===== src/rtl/operand_loader_pkg.sv =====
// Shared definitions for the operand_loader front end.
//   STATE_W       : width of the state encoding shown on the board LEDs
//   DEFAULT_WIDTH : default operand width
//   state_e       : controller states; S_ERR is only reachable when the
//                   design is built with OPLD_TIMEOUT_EN defined
package operand_loader_pkg;

  localparam int STATE_W       = 3;
  localparam int DEFAULT_WIDTH = 4;

  typedef enum logic [STATE_W-1:0] {
    S_IDLE  = 3'd0,
    S_GOT_A = 3'd1,
    S_RUN   = 3'd2,
    S_SHOW  = 3'd3,
    S_ERR   = 3'd4
  } state_e;

endpackage


===== src/rtl/operand_loader_btn_debounce.sv =====
// Push-button conditioner: 2-flop synchroniser, stability counter and a
// rising-edge pulse on the debounced level.
//   clk     : system clock
//   rst     : synchronous active-high reset
//   btn_raw : raw, asynchronous, bouncing button
//   press   : one-cycle pulse per accepted press (release edges give none)
// A clean rise of btn_raw yields press 2 + DEB_CYCLES cycles later.
module btn_debounce #(
  parameter int DEB_CYCLES = 1000000
) (
  input  logic clk,
  input  logic rst,
  input  logic btn_raw,
  output logic press
);

  localparam int                CNT_W    = (DEB_CYCLES > 1) ? $clog2(DEB_CYCLES) : 1;
  localparam logic [CNT_W-1:0]  CNT_LAST = CNT_W'(DEB_CYCLES - 1);

  logic             sync1_q, sync1_d;
  logic             sync2_q, sync2_d;
  logic             level_q, level_d;
  logic             press_q, press_d;
  logic [CNT_W-1:0] cnt_q, cnt_d;

  always_comb begin
    sync1_d = btn_raw;
    sync2_d = sync1_q;
    level_d = level_q;
    press_d = 1'b0;
    cnt_d   = '0;
    // Any sample that agrees with the accepted level restarts the count,
    // so only an uninterrupted run of DEB_CYCLES disagreeing samples flips it.
    if (sync2_q != level_q) begin
      if (cnt_q == CNT_LAST) begin
        level_d = sync2_q;
        press_d = sync2_q;
      end else begin
        cnt_d = cnt_q + CNT_W'(1);
      end
    end
  end

  always_ff @(posedge clk) begin
    if (rst) begin
      sync1_q <= 1'b0;
      sync2_q <= 1'b0;
      level_q <= 1'b0;
      press_q <= 1'b0;
      cnt_q   <= '0;
    end else begin
      sync1_q <= sync1_d;
      sync2_q <= sync2_d;
      level_q <= level_d;
      press_q <= press_d;
      cnt_q   <= cnt_d;
    end
  end

  assign press = press_q;

endmodule


===== src/rtl/operand_loader.sv =====
// Front end for the 4-bit add/sub unit: walks the user through capturing
// operand A, then operand B plus mode switches, fires a one-cycle start,
// waits for flag_end and holds the result for display.
// Ports:
//   CLK_in, rst                     : clock, synchronous active-high reset
//   sw, btn_next                    : raw operand switches, raw button
//   sw_cin, sw_symbol, sw_add_min   : raw mode switches
//   flag_end                        : completion flag from the unit
//   a, b, cin, symbol, add_min      : registered operands / mode
//   start                           : one-cycle launch pulse
//   busy                            : high while waiting in S_RUN
//   err                             : watchdog fired
//   state_led                       : current state encoding
// Build option OPLD_TIMEOUT_EN: adds a RUN watchdog of TIMEOUT_CYCLES cycles
// leading to S_ERR. Without it S_RUN waits forever and err is tied low.
module operand_loader
  import operand_loader_pkg::*;
#(
  parameter int WIDTH          = DEFAULT_WIDTH,
  parameter int DEB_CYCLES     = 1000000,
  parameter int TIMEOUT_CYCLES = 255
) (
  input  logic               CLK_in,
  input  logic               rst,
  input  logic [WIDTH-1:0]   sw,
  input  logic               btn_next,
  input  logic               sw_cin,
  input  logic               sw_symbol,
  input  logic               sw_add_min,
  input  logic               flag_end,
  output logic [WIDTH-1:0]   a,
  output logic [WIDTH-1:0]   b,
  output logic               cin,
  output logic               symbol,
  output logic               add_min,
  output logic               start,
  output logic               busy,
  output logic               err,
  output logic [STATE_W-1:0] state_led
);

  if (DEB_CYCLES < 1 || TIMEOUT_CYCLES < 1) begin : g_param_check
    $error("DEB_CYCLES and TIMEOUT_CYCLES must both be at least 1");
  end

  logic press;

  btn_debounce #(
    .DEB_CYCLES (DEB_CYCLES)
  ) u_debounce (
    .clk     (CLK_in),
    .rst     (rst),
    .btn_raw (btn_next),
    .press   (press)
  );

  state_e           state_q, state_d;
  logic [WIDTH-1:0] a_q, a_d;
  logic [WIDTH-1:0] b_q, b_d;
  logic             cin_q, cin_d;
  logic             symbol_q, symbol_d;
  logic             add_min_q, add_min_d;
  logic             start_q, start_d;

`ifdef OPLD_TIMEOUT_EN
  localparam int               TMO_W    = $clog2(TIMEOUT_CYCLES + 1);
  localparam logic [TMO_W-1:0] TMO_LAST = TMO_W'(TIMEOUT_CYCLES - 1);
  logic [TMO_W-1:0] tmo_q, tmo_d;
  logic             err_q, err_d;
`endif

  always_comb begin
    state_d   = state_q;
    a_d       = a_q;
    b_d       = b_q;
    cin_d     = cin_q;
    symbol_d  = symbol_q;
    add_min_d = add_min_q;
    start_d   = 1'b0;
`ifdef OPLD_TIMEOUT_EN
    err_d     = err_q;
    tmo_d     = '0;
`endif
    case (state_q)
      S_IDLE: begin
        if (press) begin
          a_d     = sw;
          state_d = S_GOT_A;
        end
      end
      S_GOT_A: begin
        if (press) begin
          b_d       = sw;
          cin_d     = sw_cin;
          symbol_d  = sw_symbol;
          add_min_d = sw_add_min;
          start_d   = 1'b1;
          state_d   = S_RUN;
        end
      end
      S_RUN: begin
        // flag_end is ignored during the launch cycle itself so a flag still
        // high from the previous operation cannot end this one; presses are
        // ignored throughout, so a coincident press is simply dropped.
        if (flag_end && !start_q) begin
          state_d = S_SHOW;
`ifdef OPLD_TIMEOUT_EN
        end else if (tmo_q == TMO_LAST) begin
          state_d = S_ERR;
          err_d   = 1'b1;
        end else begin
          tmo_d = tmo_q + TMO_W'(1);
`endif
        end
      end
      S_SHOW: begin
        if (press) state_d = S_IDLE;
      end
`ifdef OPLD_TIMEOUT_EN
      S_ERR: begin
        if (press) begin
          state_d = S_IDLE;
          err_d   = 1'b0;
        end
      end
`endif
      default: state_d = S_IDLE;
    endcase
  end

  always_ff @(posedge CLK_in) begin
    if (rst) begin
      state_q   <= S_IDLE;
      a_q       <= '0;
      b_q       <= '0;
      cin_q     <= 1'b0;
      symbol_q  <= 1'b0;
      add_min_q <= 1'b1;
      start_q   <= 1'b0;
`ifdef OPLD_TIMEOUT_EN
      err_q     <= 1'b0;
      tmo_q     <= '0;
`endif
    end else begin
      state_q   <= state_d;
      a_q       <= a_d;
      b_q       <= b_d;
      cin_q     <= cin_d;
      symbol_q  <= symbol_d;
      add_min_q <= add_min_d;
      start_q   <= start_d;
`ifdef OPLD_TIMEOUT_EN
      err_q     <= err_d;
      tmo_q     <= tmo_d;
`endif
    end
  end

  assign a         = a_q;
  assign b         = b_q;
  assign cin       = cin_q;
  assign symbol    = symbol_q;
  assign add_min   = add_min_q;
  assign start     = start_q;
  assign busy      = (state_q == S_RUN);
  assign state_led = state_q;
`ifdef OPLD_TIMEOUT_EN
  assign err       = err_q;
`else
  assign err       = 1'b0;
`endif

endmodule


===== config.mk =====
export PLATFORM = sky130hd
export DESIGN_NAME = operand_loader
export DESIGN_NICKNAME = d
export VERILOG_FILES = /design/src/rtl/operand_loader_pkg.sv /design/src/rtl/operand_loader_btn_debounce.sv /design/src/rtl/operand_loader.sv
export SDC_FILE = /design/constraint.sdc
export NUM_CORES = 1
export LEC_CHECK = 0
export CORE_MARGIN = 3
export CORE_UTILIZATION = 55
export CTS_BUF_LIST = sky130_fd_sc_hd__clkbuf_4 sky130_fd_sc_hd__clkbuf_8
export DETAILED_ROUTE_END_ITERATION = 6
export GPL_TIMING_DRIVEN = 0
export PLACE_DENSITY = 0.82
export SYNTH_ARGS = -nofsm -noshare
export SYNTH_HDL_FRONTEND = slang
export SYNTH_SLANG_ARGS = --single-unit

===== constraint.sdc =====
create_clock -name CLK_in -period 3.6 [get_ports CLK_in]
set_input_delay 0.54 -clock CLK_in [delete_from_list [all_inputs] [get_ports CLK_in]]
set_output_delay 0.54 -clock CLK_in [all_outputs]
set_load 0.03 [all_outputs]

==> images/m3.png <==
Bar = 20 um.
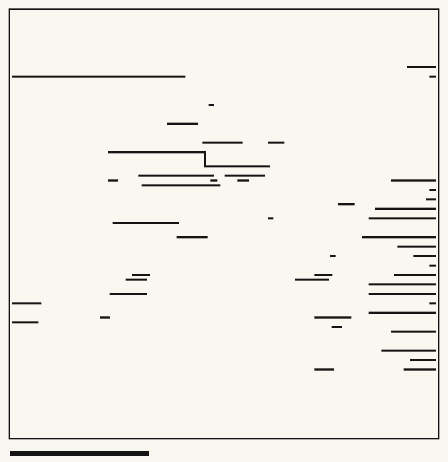
The longest straight run is 24.6 um. The layer carries 248 um of wire. 41 nets have wire on it. The layer holds 7.0% of the routed length. The wires run mostly horizontal.
met3 Use GR: 0.0398
via count: 1521
Detailed Route WL: 3540 um

==> images/layers.png <==
Bar = 20 um.
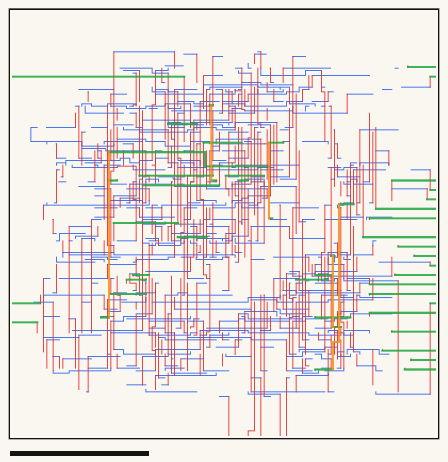
Blue stands for M1, wire length 1520 um. Orange stands for M4, wire length 80.5 um. Green stands for M3, wire length 248 um. Red stands for M2, wire length 1700 um.

==> images/m4.png <==
Supply wires on this layer in gray.
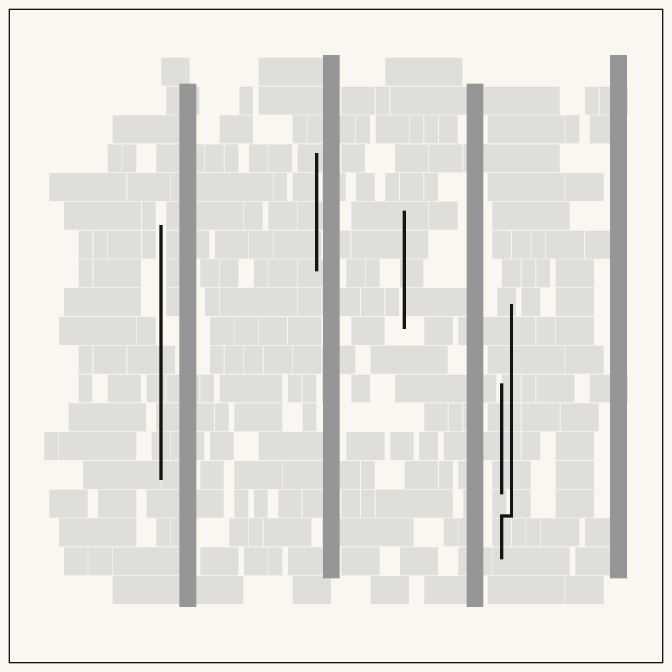
The longest straight run is 23.8 um. The layer holds 2.3% of the routed length. The layer carries 80.5 um of wire. 4 nets have wire on it.

==> images/sizing.png <==
Bar = 20 um.
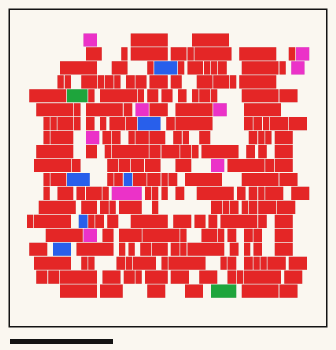
Green stands for x6 and larger, cells 2. Red stands for x1 and smaller, cells 213, most used dfxtp_1. Blue stands for x2, cells 6, most used nand4_2. Magenta stands for x3 and x4, cells 9, most used clkbuf_4.
final worst setup slack: 1.36 ns
Non-CTS buffers: 32
area delta synth->final: 20.4%
Final Instance Area: 2050 um2

==> flow_metrics.env <==
# yosys + openroad results
export IMPL_outcome="completed"
export IMPL_overflow=0
export IMPL_skew_ns=0.0124
export IMPL_common_cells="38 x dfxtp_1, 23 x nor2_1, 22 x nand2_1"
export IMPL_dr_pass1_iters=4
export IMPL_ys_seq_elements=38
export IMPL_synth_top_cell_by_area="dfxtp_1"
export IMPL_numCtsBuffers=5
export IMPL_grt_max_degree=12
export IMPL_cts_buffer_depth=2
export IMPL_top_cell="dfxtp_1"
export IMPL_drc=0
export IMPL_nets=246
export IMPL_ys_warnings_count=0
export IMPL_clock_latency_ns=0.34
export IMPL_synth_edff_count=0
export IMPL_cpPeakStageDelay_ns=0.60
export IMPL_start_kind="flip-flop"
export IMPL_cts_resized=0
export IMPL_yosysCellCount=197
export IMPL_grt_pass1_wl_um=5860
export IMPL_num_fill_cells=238
export IMPL_htreeDepth=2
export IMPL_cts_clk_slew_worst_paths_ns=0.10
export IMPL_fp_util=0.596
export IMPL_tns_ns=0
export IMPL_finalCriticalPeriod_ns=2.24
export IMPL_hold_viol=0
export IMPL_yosysUniqueCellTypes=37
export IMPL_synthCells=197
export IMPL_postCtsHoldBufs=0
export IMPL_ys_area_um2=1700
export IMPL_crit_fanout=6
export IMPL_syn_area_um2=1700
export IMPL_instances_no_fill=261
export IMPL_critPathArrivalTime_ns=1.70
export IMPL_synthDominantCellAreaShare=0.447
export IMPL_numClockSinks=38
export IMPL_routedWlPerCell_um=13.6
export IMPL_antenna_found_initial=0
export IMPL_n_antenna_cell=0
export IMPL_cp_num_buf_inv=2
export IMPL_postCtsSetupRepairBufs=0
export IMPL_ff_type="dfxtp_1"
export IMPL_grt_pass1_vias=1402
export IMPL_die_w_um=61.6
export IMPL_drv_cap=0
export IMPL_synth_seq_share=0.447
export IMPL_post_route_period_util=0.623
export IMPL_crit_family="buffers and inverters"
export IMPL_path_cells="inv_1, ha_1, clkdlybuf4s50_1"
export IMPL_tritoncts="yes"
export IMPL_ir_worst_vdd_uv=289
export IMPL_power_leakage_nw=0.650
export IMPL_die_area_um2=3790
export IMPL_warning_count=30
export IMPL_setup_worst_path_class="flip-flop to output pin"
export IMPL_grt_usage=0.205
export IMPL_placed_area_um2=1980
export IMPL_fmax_mhz=446
export IMPL_avgViaCountPerCell=5.83
export IMPL_ios=28
export IMPL_io_buffers=24
export IMPL_required_ns=3.06
export IMPL_die_h_um=61.6
export IMPL_final_layout_size_suffix_gt1_frac=0.0739
export IMPL_synthArstFlopShare=0
export IMPL_crit_slowest_cell="clkdlybuf4s50_1"
export IMPL_pre_cts_ws_ns=1.71
export IMPL_min_path_type="flip-flop to flip-flop"
export IMPL_finalMaxSlewViolations=0
export IMPL_power_density_nw_per_um2=358
export IMPL_root_buffer="clkbuf_4"
export IMPL_core_region_area_um2=2850
export IMPL_setup_violations_final=0
export IMPL_holdWs_ns=0.461
export IMPL_rsz0062_at_grt="no"
export IMPL_gp_congestion=0.830
export IMPL_rows=19
[cells by family after synthesis]
kind of cell	share of synthesized area
simple gates	0.294
flops	0.447
compound gates	0.0824
buf+inv	0.0471
xor+xnor	0.0773
fa+ha+maj	0.0441
other cells	0.00221
mux	0.00589
[metrics by stage]
stage | util | power, mW
2_1_floorplan | - | 0.483
3_3_place_gp | 0.695 | 0.507
3_5_place_dp | 0.695 | 0.511
4_1_cts | 0.718 | 0.738
5_1_grt | 0.718 | 0.764
6_report | 0.718 | 0.733
[flip-flops by register name, summed over array words and instances (netlist names), 2 cells and up]
| name | flops |
|---|---|
| a | 4 |
| b | 4 |
| state_led | 2 |
| u_debounce.cnt_q | 20 |
[worst min-delay path: cells and delay by family, from the launching register on]
family,cells,cell delay (ns)
simple gates,1,0.05
compound gates,1,0.05
flops,1,0.32
[metal layers]
layer,vias to the layer above,part of all wire,global-route usage
met2,64,0.48,0.339
met4,0,0.023,0.0879
li1,738,-,-
met3,12,0.070,0.0398
met1,707,0.43,0.259
met5,-,0,0
[final cells by class]
type                       count  area [um2]  area share
buffer                         8        46.3      0.0226
inverter                       9        33.8      0.0165
timing repair buffer          24         240       0.117
multi-input combinational    143         863       0.422
tap                           31        38.8      0.0189
sequential                    38         761       0.372
clock inverter                 1        5.00     0.00244
clock buffer                   7        58.8      0.0287
[power breakdown]
group,leakage [nW],total (mW),switching (mW),internal (mW)
Sequential,0.306,0.430,0.00588,0.425
Clock,0.0387,0.231,0.129,0.102
Combinational,0.305,0.0712,0.0414,0.0298
Total,0.650,0.733,0.177,0.557
[layout by cell type, fill, tap and decap left out, types with 3 or more instances in the layout]
cell type,netlist,routed
o21ai_0,3,3
clkbuf_4,0,6
a21oi_1,15,15
clkbuf_1,3,3
nor4_1,7,7
ha_1,6,6
dfxtp_1,38,38
nor2_1,23,23
nand3_1,17,17
inv_1,9,9
nand2_1,22,22
clkdlybuf4s50_1,0,24
or3_1,4,4
nand4_1,3,3
nor3_1,4,4
xnor2_1,13,13
[final timing paths]
path | depth (start not counted) | end | slack, ns | start
max | 3 | busy | 1.36 | state_led[0]$_SDFFE_PP0P_
min | 2 | cin$_SDFFE_PP0P_ | 0.46 | cin$_SDFFE_PP0P_
max reg2reg | 5 | u_debounce.cnt_q[12]$_SDFF_PP0_ | 1.74 | u_debounce.cnt_q[9]$_SDFF_PP0_
min reg2reg | 2 | cin$_SDFFE_PP0P_ | 0.46 | cin$_SDFFE_PP0P_
Power figures rest on the tool's default switching activity, not on a simulated workload.
